### src/rtl/spi_master_pkg.sv
// Shared constants for the PIO SPI master: register map, CTRL bit positions,
// FSM encoding and the transmit bit-select helper.
package spi_master_pkg;

    localparam logic [1:0] SPI_ADDR_DATA   = 2'd0;
    localparam logic [1:0] SPI_ADDR_CTRL   = 2'd1;
    localparam logic [1:0] SPI_ADDR_STATUS = 2'd2;
    localparam logic [1:0] SPI_ADDR_CS     = 2'd3;

    localparam int CTRL_IE   = 7;
    localparam int CTRL_LSB  = 6;
    localparam int CTRL_CPHA = 5;
    localparam int CTRL_CPOL = 4;
    localparam int CTRL_LOOP = 3;

    localparam int SPI_EDGES = 16;

    typedef enum logic [1:0] {
        ST_IDLE  = 2'd0,
        ST_SHIFT = 2'd1,
        ST_DONE  = 2'd2
    } spi_state_e;

    // idx counts bits in transmission order, so 0 is the first bit on the wire.
    function automatic logic tx_bit(input logic [7:0] d, input logic [2:0] idx, input logic lsb);
        return lsb ? d[idx] : d[3'd7 - idx];
    endfunction

endpackage

### src/rtl/spi_master_engine_if.sv
// Host-side PIO register bus of the SPI master engine.
interface spi_master_engine_if;
    // Bus cycle: chip_enable is held high with read_write_n, host_address and
    // host_din stable for the whole cycle (at least two clocks). A write acts
    // once per cycle; host_qout is valid combinationally while a read is held.
    logic       chip_enable;
    logic       read_write_n;
    logic [1:0] host_address;
    logic [7:0] host_din;
    logic [7:0] host_qout;
    logic       irq;

    modport master (
        output chip_enable, read_write_n, host_address, host_din,
        input  host_qout, irq
    );

    modport slave (
        input  chip_enable, read_write_n, host_address, host_din,
        output host_qout, irq
    );
endinterface

### src/rtl/spi_clock_prescaler.sv
// SCLK prescaler: tick every 2^sel clocks from a free counter, held at zero by clear.
module spi_clock_prescaler #(
    parameter int DIV_W = 3
) (
    input  logic             clock,
    input  logic             reset_n,
    input  logic             clear,
    input  logic [DIV_W-1:0] sel,
    output logic             tick
);
    localparam int CW = (1 << DIV_W) - 1;

    logic [CW-1:0] r_cnt;
    logic [CW-1:0] w_mask;

    always_comb begin
        w_mask = '0;
        for (int i = 0; i < CW; i++) w_mask[i] = (i < int'(sel));
    end

    // sel = 0 gives an empty mask, i.e. a tick on every clock.
    assign tick = ~clear & ((r_cnt & w_mask) == w_mask);

    always_ff @(posedge clock or negedge reset_n) begin
        if (!reset_n)   r_cnt <= '0;
        else if (clear) r_cnt <= '0;
        else            r_cnt <= r_cnt + CW'(1);
    end
endmodule

### src/rtl/spi_master_engine.sv
// Memory-mapped SPI master: DATA/CTRL/STATUS/CS registers, four SPI modes, prescaled SCLK.
// Optional SPI_MASTER_LOOPBACK_EN turns CTRL bit 3 into an internal mosi->miso loop.
module spi_master_engine
    import spi_master_pkg::*;
#(
    parameter int NUM_CS = 4,
    parameter int DIV_W  = 3
) (
    input  logic                clock,
    input  logic                reset_n,
    spi_master_engine_if.slave  host,
    output logic                spi_sclk,
    output logic                spi_mosi,
    input  logic                spi_miso,
    output logic [NUM_CS-1:0]   spi_cs_n,
    output spi_state_e          o_dbg_state
);
    localparam logic [7:0] SEL_MASK = 8'((1 << DIV_W) - 1);
`ifdef SPI_MASTER_LOOPBACK_EN
    localparam logic [7:0] CTRL_WMASK = 8'hF8 | SEL_MASK;
`else
    localparam logic [7:0] CTRL_WMASK = 8'hF0 | SEL_MASK;
`endif

    spi_state_e        r_state, w_next_state;
    logic              r_wr_prev, r_wr_stb, r_rd_prev;
    logic [7:0]        r_ctrl;
    logic [NUM_CS-1:0] r_cs;
    logic              r_collision, r_done;
    logic [7:0]        r_tx, r_rx_sh, r_rx;
    logic              r_sclk, r_mosi;
    logic [3:0]        r_edge_cnt;
    logic              r_cpha, r_lsb;
    logic [DIV_W-1:0]  r_sel;
`ifdef SPI_MASTER_LOOPBACK_EN
    logic              r_loop;
`endif

    logic       w_wr_level, w_rd_level, w_rd_fall;
    logic       w_wr_data, w_start, w_collide;
    logic       w_busy, w_psc_clear, w_tick, w_last;
    logic       w_sample_edge, w_out_edge, w_sample_in;
    logic [2:0] w_out_idx;
    logic [7:0] w_rx_next, w_qout;

    assign w_wr_level = host.chip_enable & ~host.read_write_n;
    assign w_rd_level = host.chip_enable & host.read_write_n & (host.host_address == SPI_ADDR_DATA);
    assign w_rd_fall  = r_rd_prev & ~w_rd_level;
    assign w_wr_data  = r_wr_stb & (host.host_address == SPI_ADDR_DATA);
    // Only IDLE accepts a start; a DATA write in SHIFT or DONE is a collision.
    assign w_start    = w_wr_data & (r_state == ST_IDLE);
    assign w_collide  = w_wr_data & (r_state != ST_IDLE);

    spi_clock_prescaler #(.DIV_W(DIV_W)) u_prescaler (
        .clock   (clock),
        .reset_n (reset_n),
        .clear   (w_psc_clear),
        .sel     (r_sel),
        .tick    (w_tick)
    );

    always_ff @(posedge clock or negedge reset_n) begin
        if (!reset_n) r_state <= ST_IDLE;
        else          r_state <= w_next_state;
    end

    always_comb begin
        w_next_state = r_state;
        unique case (r_state)
            ST_IDLE:  if (w_start) w_next_state = ST_SHIFT;
            ST_SHIFT: if (w_last)  w_next_state = ST_DONE;
            ST_DONE:  w_next_state = ST_IDLE;
            default:  w_next_state = ST_IDLE;
        endcase
    end

    always_comb begin
        w_busy      = (r_state == ST_SHIFT);
        w_psc_clear = (r_state != ST_SHIFT);
    end

    // Edge n (1..16) is r_edge_cnt = n-1, so odd edges have r_edge_cnt[0] = 0.
    assign w_last        = w_tick & (r_edge_cnt == 4'(SPI_EDGES - 1));
    assign w_sample_edge = w_tick & (r_cpha ? r_edge_cnt[0] : ~r_edge_cnt[0]);
    assign w_out_edge    = w_tick & (r_cpha ? ~r_edge_cnt[0] : (r_edge_cnt[0] & ~w_last));
    assign w_out_idx     = r_cpha ? r_edge_cnt[3:1] : (r_edge_cnt[3:1] + 3'd1);
`ifdef SPI_MASTER_LOOPBACK_EN
    assign w_sample_in   = r_loop ? r_mosi : spi_miso;
`else
    assign w_sample_in   = spi_miso;
`endif
    assign w_rx_next     = r_lsb ? {w_sample_in, r_rx_sh[7:1]} : {r_rx_sh[6:0], w_sample_in};

    always_ff @(posedge clock or negedge reset_n) begin
        if (!reset_n) begin
            r_tx       <= '0;
            r_rx_sh    <= '0;
            r_rx       <= '0;
            r_sclk     <= 1'b0;
            r_mosi     <= 1'b0;
            r_edge_cnt <= '0;
            r_cpha     <= 1'b0;
            r_lsb      <= 1'b0;
            r_sel      <= '0;
`ifdef SPI_MASTER_LOOPBACK_EN
            r_loop     <= 1'b0;
`endif
        end else if (w_start) begin
            r_tx       <= host.host_din;
            r_rx_sh    <= '0;
            r_sclk     <= r_ctrl[CTRL_CPOL];
            r_mosi     <= tx_bit(host.host_din, 3'd0, r_ctrl[CTRL_LSB]);
            r_edge_cnt <= '0;
            r_cpha     <= r_ctrl[CTRL_CPHA];
            r_lsb      <= r_ctrl[CTRL_LSB];
            r_sel      <= r_ctrl[DIV_W-1:0];
`ifdef SPI_MASTER_LOOPBACK_EN
            r_loop     <= r_ctrl[CTRL_LOOP];
`endif
        end else if (w_tick) begin
            r_sclk     <= ~r_sclk;
            r_edge_cnt <= r_edge_cnt + 4'd1;
            if (w_sample_edge) r_rx_sh <= w_rx_next;
            if (w_out_edge)    r_mosi  <= tx_bit(r_tx, w_out_idx, r_lsb);
            // With cpha = 1 the final sample lands on the 16th edge itself.
            if (w_last)        r_rx    <= r_cpha ? w_rx_next : r_rx_sh;
        end else if (r_state == ST_IDLE) begin
            r_sclk <= r_ctrl[CTRL_CPOL];
        end
    end

    always_ff @(posedge clock or negedge reset_n) begin
        if (!reset_n) begin
            r_wr_prev   <= 1'b0;
            r_wr_stb    <= 1'b0;
            r_rd_prev   <= 1'b0;
            r_ctrl      <= '0;
            r_cs        <= '0;
            r_collision <= 1'b0;
            r_done      <= 1'b0;
        end else begin
            r_wr_prev <= w_wr_level;
            r_wr_stb  <= w_wr_level & ~r_wr_prev;
            r_rd_prev <= w_rd_level;
            if (r_wr_stb && host.host_address == SPI_ADDR_CTRL) r_ctrl <= host.host_din & CTRL_WMASK;
            if (r_wr_stb && host.host_address == SPI_ADDR_CS)   r_cs   <= host.host_din[NUM_CS-1:0];
            if (r_wr_stb && host.host_address == SPI_ADDR_STATUS) r_collision <= 1'b0;
            else if (w_collide)                                   r_collision <= 1'b1;
            if (w_start)                          r_done <= 1'b0;
            else if (r_state == ST_SHIFT && w_last) r_done <= 1'b1;
            else if (w_rd_fall)                   r_done <= 1'b0;
        end
    end

    always_comb begin
        w_qout = '0;
        if (host.chip_enable && host.read_write_n) begin
            unique case (host.host_address)
                SPI_ADDR_DATA:   w_qout = r_rx;
                SPI_ADDR_CTRL:   w_qout = r_ctrl;
                SPI_ADDR_STATUS: w_qout = {5'b0, r_collision, r_done, w_busy};
                SPI_ADDR_CS:     w_qout = 8'(r_cs);
                default:         w_qout = '0;
            endcase
        end
    end

    assign host.host_qout = w_qout;
    assign host.irq       = r_done & r_ctrl[CTRL_IE];
    assign spi_sclk       = r_sclk;
    assign spi_mosi       = r_mosi;
    assign spi_cs_n       = ~r_cs;
    assign o_dbg_state    = r_state;
endmodule

### src/flat_wrapper.sv
// flat-port wrapper written by rule: the top's interface ports become plain ports
module spi_master_engine_flat import spi_master_pkg::*;
#(
    parameter int NUM_CS = 4,
    parameter int DIV_W  = 3
)
  (clock, reset_n, spi_sclk, spi_mosi, spi_miso, spi_cs_n, o_dbg_state, host_chip_enable, host_read_write_n, host_host_address, host_host_din, host_host_qout, host_irq);
  spi_master_engine_if host_i ();
  input  logic clock;
  input  logic reset_n;
  output logic spi_sclk;
  output logic spi_mosi;
  input  logic spi_miso;
  output logic [NUM_CS-1:0] spi_cs_n;
  output spi_state_e o_dbg_state;
  input wire logic [$bits(host_i.chip_enable)-1:0] host_chip_enable;
  input wire logic [$bits(host_i.read_write_n)-1:0] host_read_write_n;
  input wire logic [$bits(host_i.host_address)-1:0] host_host_address;
  input wire logic [$bits(host_i.host_din)-1:0] host_host_din;
  output wire logic [$bits(host_i.host_qout)-1:0] host_host_qout;
  output wire logic [$bits(host_i.irq)-1:0] host_irq;
  assign host_i.chip_enable = host_chip_enable;
  assign host_i.read_write_n = host_read_write_n;
  assign host_i.host_address = host_host_address;
  assign host_i.host_din = host_host_din;
  assign host_host_qout = host_i.host_qout;
  assign host_irq = host_i.irq;
  spi_master_engine #(.NUM_CS(NUM_CS), .DIV_W(DIV_W)) u_core (.clock(clock), .reset_n(reset_n), .host(host_i), .spi_sclk(spi_sclk), .spi_mosi(spi_mosi), .spi_miso(spi_miso), .spi_cs_n(spi_cs_n), .o_dbg_state(o_dbg_state));
endmodule
### config.mk
export PLATFORM = sky130hd
export DESIGN_NAME = spi_master_engine_flat
export DESIGN_NICKNAME = d
export VERILOG_FILES = /design/src/rtl/spi_master_pkg.sv /design/src/rtl/spi_master_engine_if.sv /design/src/rtl/spi_clock_prescaler.sv /design/src/rtl/spi_master_engine.sv /design/src/flat_wrapper.sv
export SDC_FILE = /design/constraint.sdc
export NUM_CORES = 1
export LEC_CHECK = 0
export ABC_CLOCK_PERIOD_IN_PS = 1800
export CAP_MARGIN = 20
export CORE_UTILIZATION = 33
export DETAILED_ROUTE_END_ITERATION = 6
export PLACE_DENSITY = 0.52
export SLEW_MARGIN = 10
export SYNTH_ARGS = -nofsm -noshare
export SYNTH_HDL_FRONTEND = slang
export SYNTH_SLANG_ARGS = --single-unit
export TNS_END_PERCENT = 30
### constraint.sdc
create_clock -name clock -period 1.8 [get_ports clock]
set_input_delay 0.27 -clock clock [delete_from_list [all_inputs] [get_ports clock]]
set_output_delay 0.27 -clock clock [all_outputs]
set_load 0.1 [all_outputs]
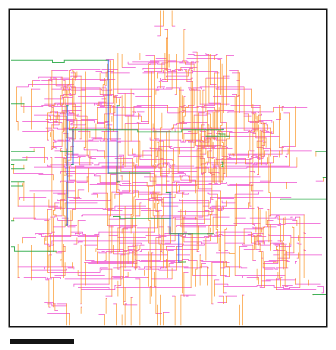
Figure 1: run 1, wiring by layer.
The bar under the picture is 20 um long.
| layer | color | wire length |
|---|---|---|
| metal 1 | magenta | 3500 um |
| metal 2 | orange | 3510 um |
| metal 4 | blue | 129 um |
| metal 3 | green | 212 um |
DRT Wirelength: 7.35 mm
Tot GR Track Use: 0.165
WL/cell: 15.3 um
vias: 2342

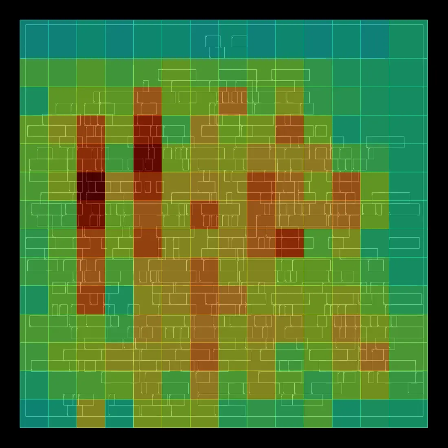
Figure 2: run 1, congestion heat map.
met1 usage: 0.216
final core utilization: 0.460

==> run_results.csv, run 1 <==
group,metric,value,unit
pwr,p_leak,1.97,nW
critical_path,critPathKind,"reg2out",
final_timing,worst_pin_slew,0.534,ns
synth,syn_area_per_cell,10.2,um2
pwr,pg_comb,0.00316,W
cells_and_area,nFillCells,873,
floorplanning,die_h,99.1,um
outcome,status,"complete, but fails checks",
outcome,violations,"negative setup slack",
global_route,grt_pass1_wl,12.3,mm
critical_path,worst_r2r_path_depth,8,
cells_and_area,ff_count,60,
synth,seq_area_frac_synth,0.483,
final_timing,rsz0062_at_grt,"yes",
placed_design,hpwl,5.41,mm
clocking,post_cts_resized,4,
clocking,insertion_delay,0.34,ns
final_timing,finalSetupViolations,12,
critical_path,cp.required,1.53,ns
drt,first_iter_violations,118,
placed_design,dp_slack,-0.298,ns
cells_and_area,ff_latch_area,1510,um2
final_timing,maxSlewHeadroom,0.644,
floorplanning,tapCellCount,111,
clocking,postCtsSetupBuffers,2,
cells_and_area,diodes,0,
critical_path,path_max_fanout,2,
cells_and_area,clock_cell_area_share,0.0479,
synth,synth_top_area_share,0.483,
pwr,seqPwrFrac,0.332,
clocking,hold_buffers,1,
critical_path,crit_arrival,1.79,ns
final_timing,setup_ws,-0.259,ns
synth,ys_sh_mux,0.176,
synth,logic_family,"simple AND/OR/NAND/NOR gates",
synth,synthesis.nets,324,
pwr,peakVddDrop,0.648,mV
synth,simple_gate_area_frac,0.190,
synth,top_cells_by_area,"dfrtp_1 (48%), nand2_1 (8.3%), mux2i_1 (7.7%)",
min_path,holdPathStages,1,
cells_and_area,final.clkbuf_count,12,
cells_and_area,inverters_excl_clock,7,
cells_and_area,area_delta_synth_final,36.1,%
final_timing,hold_violations,0,
drt,drt_pre_antenna_iters,4,
cells_and_area,lay_top_count,"nand2_1",
floorplanning,floorplan.core_util,0.338,
cells_and_area,final_nets,384,
pwr,switching_share,0.398,
clocking,h-tree-depth,3,
clocking,cts-root-buf,"clkbuf_8",
clocking,cts_buffer_depth,2,
pwr,maxPowerGroup,"combinational cells",
clocking,cts_made_buffers,9,
clocking,cts_tree,"yes",
cells_and_area,final-comb-area,1580,um2
cells_and_area,comb_cells,221,
pwr,p_int,0.00397,W
final_timing,slew_viol_final,0,
cells_and_area,drive_gt1_frac,0.307,
clocking,numClockSinks,60,
floorplanning,dieArea,9810,um2
drt,ant_nets,0,
floorplanning,die_w,99.1,um
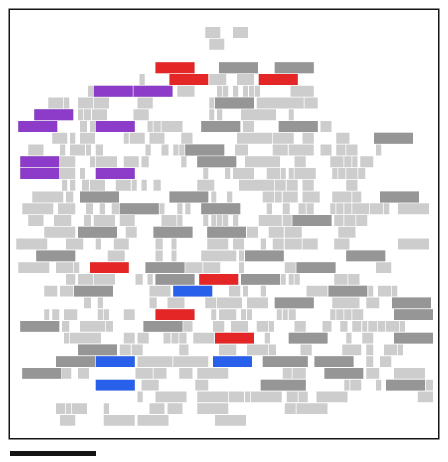
Figure 3: run 1, sequential cells colored by netlist name.
The bar under the picture is 20 um long.
| signal | color | flops |
|---|---|---|
| u_core.r_ctrl | red | 7 |
| u_core.r_rx_sh | purple | 8 |
| u_core.r_cs | blue | 4 |

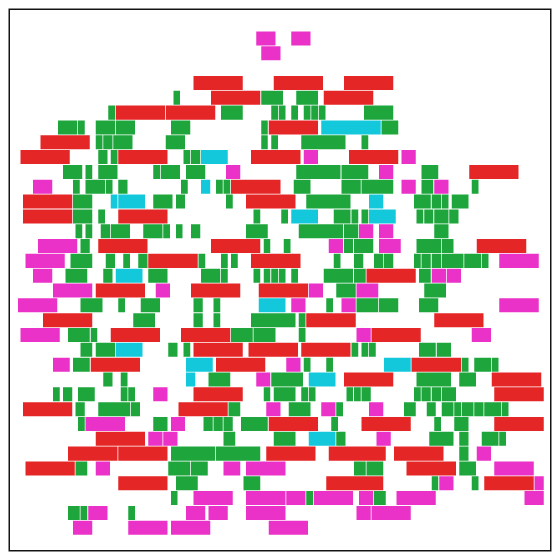
Figure 4: run 1, placement by cell class.
| class | color | cells | share of their area |
|---|---|---|---|
| flops | red | 60 | 37% |
| other buffers and delay cells | magenta | 67 | 19% |
| clock drivers and dummy loads | cyan | 16 | 5.0% |
| combinational and other logic | green | 228 | 39% |
core area: 9200 um2
# rows: 35
Seq/total area: 0.356
design area: 4230 um2

-- run 1: stage by stage --
step | hold slack (ns) | cell area (um2) | std cells
finish | 0.396 | 4230 | 482
global route | 0.412 | 4230 | 482
CTS | 0.398 | 4160 | 480
detailed placement | 0.253 | 3920 | 461
global placement | 0.250 | 3920 | 461
floorplan | -0.0256 | 3160 | 306
-- run 1: layer usage --
| layer | vias up | GRT usage | wire length, um |
|---|---|---|---|
| met5 | - | 0 | 0 |
| met4 | 0 | 0.0656 | 129 |
| met3 | 13 | 0.0411 | 212 |
| met2 | 36 | 0.263 | 3510 |
| met1 | 1133 | 0.216 | 3500 |
| li1 | 1160 | - | - |
-- run 1: path summary, 6_finish.rpt --
kind | start | end | slack (ns)
setup / recovery | u_core.o_dbg_state[0] | host_host_qout[0] | -0.26
hold / removal | u_core.r_wr_prev | u_core.r_wr_stb | 0.40
setup reg to reg | u_core.r_edge_cnt[1] | u_core.spi_mosi | -0.20
hold reg to reg | u_core.r_wr_prev | u_core.r_wr_stb | 0.40
max in group asynchronous | reset_n | u_core.r_rx_sh[2] | 0.87
min in group asynchronous | reset_n | u_core.u_prescaler.r_cnt[0] | 0.42
-- run 1: cells by family after synthesis --
group                    Yosys count
AND-OR/OR-AND                     35
XOR/XNOR                          11
adder cells (fa/ha/maj)            3
buffers and inverters             25
flip-flops                        60
multiplexers                      44
AND/OR/NAND/NOR                  128
-- run 1: synth_stat cells (all sizes together) (2+ instances only) --
cell,n
nor3,3
clkbuf,12
mux2i,25
xnor2,6
mux4,7
dfrtp,60
ha,3
and3,2
nor2b,8
a21boi,2
xor2,5
o21ai,24
or3,5
and2,2
inv,7
mux2,12
nand2,69
nand3,11
nand2b,3
buf,6
nor2,17
and2b,2
a21oi,4
or2,3
nand3b,2
Figure 5. Signal metal coverage by tile (run 1).
The bar under the picture is 20 um long. The die is cut into 20 by 20 equal tiles; dark blue is low, red is high, scaled to the fullest tile. Values are wire area over tile area, all layers added.
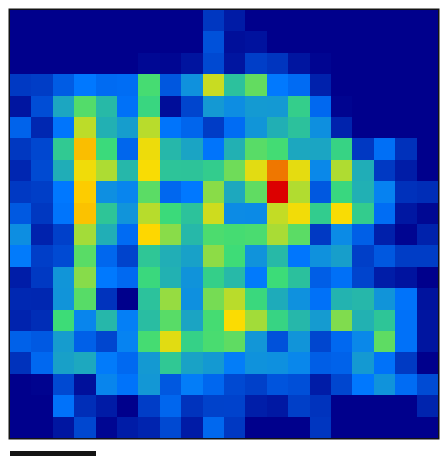

## Run 2: what changed since run 1
--- a/config.mk
+++ b/config.mk
@@ -5,11 +5,11 @@
 export SDC_FILE = /design/constraint.sdc
 export NUM_CORES = 1
 export LEC_CHECK = 0
-export ABC_CLOCK_PERIOD_IN_PS = 1800
+export ABC_CLOCK_PERIOD_IN_PS = 1900
 export CAP_MARGIN = 20
-export CORE_UTILIZATION = 33
+export CORE_UTILIZATION = 55
 export DETAILED_ROUTE_END_ITERATION = 6
-export PLACE_DENSITY = 0.52
+export PLACE_DENSITY = 0.77
 export SLEW_MARGIN = 10
 export SYNTH_ARGS = -nofsm -noshare
 export SYNTH_HDL_FRONTEND = slang
==> constraint.sdc (replaced) <==
create_clock -name clock -period 1.9 [get_ports clock]
set_input_delay 0.285 -clock clock [delete_from_list [all_inputs] [get_ports clock]]
set_output_delay 0.285 -clock clock [all_outputs]
set_load 0.1 [all_outputs]
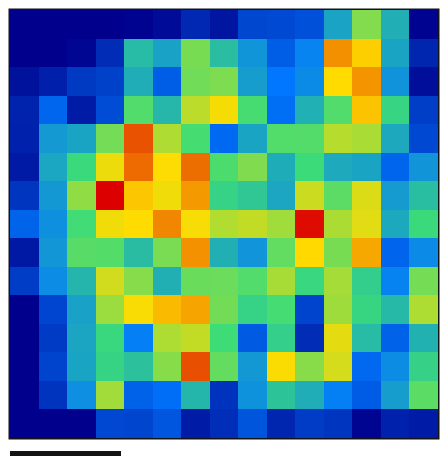
Figure 6: run 2, signal metal coverage by tile.
The bar under the picture is 20 um long. The die is cut into 15 by 15 equal tiles; dark blue is low, red is high, scaled to the fullest tile. Values are wire area over tile area, all layers added.
nearly empty tiles: 7.6%
tiles over half the peak: 37%
mean over tiles: 0.18
emptiest ninth of the die: north-west
fullest tile: 0.46
Tot GR Track Use: 0.253
WL/cell: 15.9 um
DRT Wirelength: 6.92 mm
vias: 2405

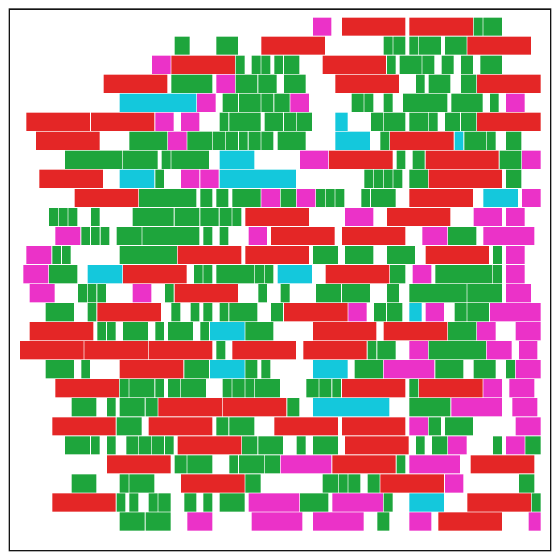
Figure 7: run 2, placement by cell class.
| class | color | cells | share of their area |
|---|---|---|---|
| combinational and other logic | green | 228 | 40% |
| clock drivers and dummy loads | cyan | 16 | 6.1% |
| flops | red | 60 | 38% |
| other buffers and delay cells | magenta | 59 | 15% |
Seq/total area: 0.374
final core utilization: 0.738
# rows: 27

==> run_results.csv, run 2 <==
group,metric,value,unit
synth,yosysCellCount,306,
floorplanning,die_h,77.2,um
placed_design,dp.cells,413,
final_timing,finalSetupViolations,10,
cells_and_area,diodes,0,
critical_path,path_max_fanout,2,
outcome,violations,"negative setup slack",
final_timing,timing.final.crit_share,1.08,
clocking,cts_made_buffers,9,
global_route,grt_max_degree,32,
synth,async_flop_share,1.00,
pwr,switching_share,0.393,
critical_path,worstSetupEndpointType,"output pin",
drt,drt_pre_antenna_iters,4,
final_timing,hold_ws,0.317,ns
critical_path,crit_family,"flip-flops",
critical_path,crit_arrival,1.78,ns
final_timing,maxSlewHeadroom,0.669,
clocking,cts_buffer_depth,2,
synth,synth_top_area_share,0.483,
critical_path,crit_end,"host_host_qout[0]",
pwr,p_int,0.00381,W
critical_path,r2r_start,"u_core.o_dbg_state[1]",
drt,ant_nets,0,
cells_and_area,final_nets,376,
final_timing,slew_viol_final,0,
pwr,seqPwrFrac,0.333,
critical_path,r2r_end,"u_core.r_rx_sh[2]",
synth,syn_area_per_cell,10.2,um2
pwr,p_leak,1.91,nW
cells_and_area,lay_top_count,"nand2_1",
critical_path,startpoint_type,"flip-flop",
cells_and_area,stdcell_count,435,
critical_path,r2r_setup_slack,-0.13,ns
cells_and_area,layout_top_cells,"nand2_1 (69), dfrtp_1 (58), buf_4 (31)",
cells_and_area,nFillCells,365,
synth,top_cells_by_area,"dfrtp_1 (48%), nand2_1 (8.3%), mux2i_1 (7.7%)",
clocking,cts-root-buf,"clkbuf_8",
final_timing,setup_ws,-0.161,ns
critical_path,cp.required,1.62,ns
critical_path,critPathKind,"reg2out",
floorplanning,die_w,77.2,um
job,warning_count,29,
clocking,h-tree-depth,3,
final_timing,hold_violations,0,
pwr,combPwrFrac,0.445,
placed_design,hpwl,4.85,mm
floorplanning,coreArea,5470,um2
synth,top_cell,"nand2_1",
pwr,power_frac_clock,0.222,
clocking,cts_tree,"yes",
cells_and_area,area_delta_synth_final,29.9,%
cells_and_area,drive_gt1_frac,0.292,
clocking,numClockSinks,60,
critical_path,crit_buf_inv,1,
synth,common_cells,"nand2_1 (69), dfrtp_1 (60), mux2i_1 (24)",
floorplanning,floorplan.core_util,0.568,
critical_path,crit_path_start,"u_core.o_dbg_state[0]",
final_timing,rsz0062_at_grt,"yes",
outcome,status,"complete, but fails checks",
final_timing,worst_pin_slew,0.496,ns
floorplanning,dieArea,5960,um2
synth,largest_area_cell,"dfrtp_1",
clocking,insertion_delay,0.35,ns
pwr,peakVddDrop,1.07,mV
synth,synthesis.nets,324,
cells_and_area,postLayoutCellArea,4040,um2
placed_design,routabilityCongestion,0.839,
final_timing,fin_crit,2.06,ns
drt,first_iter_violations,83,
global_route,grt_pass1_wl,11.4,mm
placed_design,placed_area,3690,um2
synth,ys_ff,60,
synth,synth-edff-count,0,
synth,seq_area_frac_synth,0.483,
critical_path,worst_r2r_path_depth,7,
## run 2: metal layers
layer / track usage / vias up / part of all wire
met3: 0.0726 / 10 / 0.041
met2: 0.421 / 60 / 0.50
met1: 0.316 / 1197 / 0.45
li1: - / 1138 / -
met5: 0 / - / 0
met4: 0.0811 / 0 / 0.012
## run 2: timing repair
action                                 4_1_cts  5_1_grt
pin swaps                                    0        3
setup buffers                                2        3
endpoints found under the hold margin        4        0
hold buffers                                 1        0
gates resized                                3       12
setup endpoints to repair                    9       29
## run 2: kinds of logic (layout without fill, tap and decap cells)
family / Yosys count / after routing / share of synthesized area
AND-OR/OR-AND: 35 / 35 / 0.0652
flip-flops: 60 / 60 / 0.483
buffers and inverters: 25 / 82 / 0.0427
adder cells (fa/ha/maj): 3 / 3 / 0.0121
multiplexers: 44 / 44 / 0.176
AND/OR/NAND/NOR: 128 / 128 / 0.190
XOR/XNOR: 11 / 11 / 0.0310
## run 2: cell type report
cell class / count / area [um2] / area share
Timing Repair Buffer: 59 / 611 / 0.151
Clock inverter: 5 / 100 / 0.0248
Inverter: 7 / 26.3 / 0.00651
Clock buffer: 11 / 141 / 0.0350
Tap cell: 72 / 90.1 / 0.0223
Multi-Input combinational cell: 221 / 1560 / 0.386
Sequential cell: 60 / 1510 / 0.374
## run 2: stage by stage
step / util / worst slack, ns
after floorplan: - / -0.170
after global placement: 0.675 / -0.200
after detailed placement: 0.675 / -0.212
after CTS: 0.724 / -0.168
after global routing: 0.738 / -0.212
final: 0.738 / -0.161
## run 2: power groups by stage
stage	registers, W	clock network, W	logic, W
detailed placement	0.00209	0	0.00257
finish	0.00209	0.00139	0.00279
global placement	0.00207	0	0.00249
global route	0.00215	0.00147	0.00302
CTS	0.00207	0.00142	0.00264
floorplan	0.00219	0	0.00183
No activity file was given, so power comes from the tool's default toggle rates.
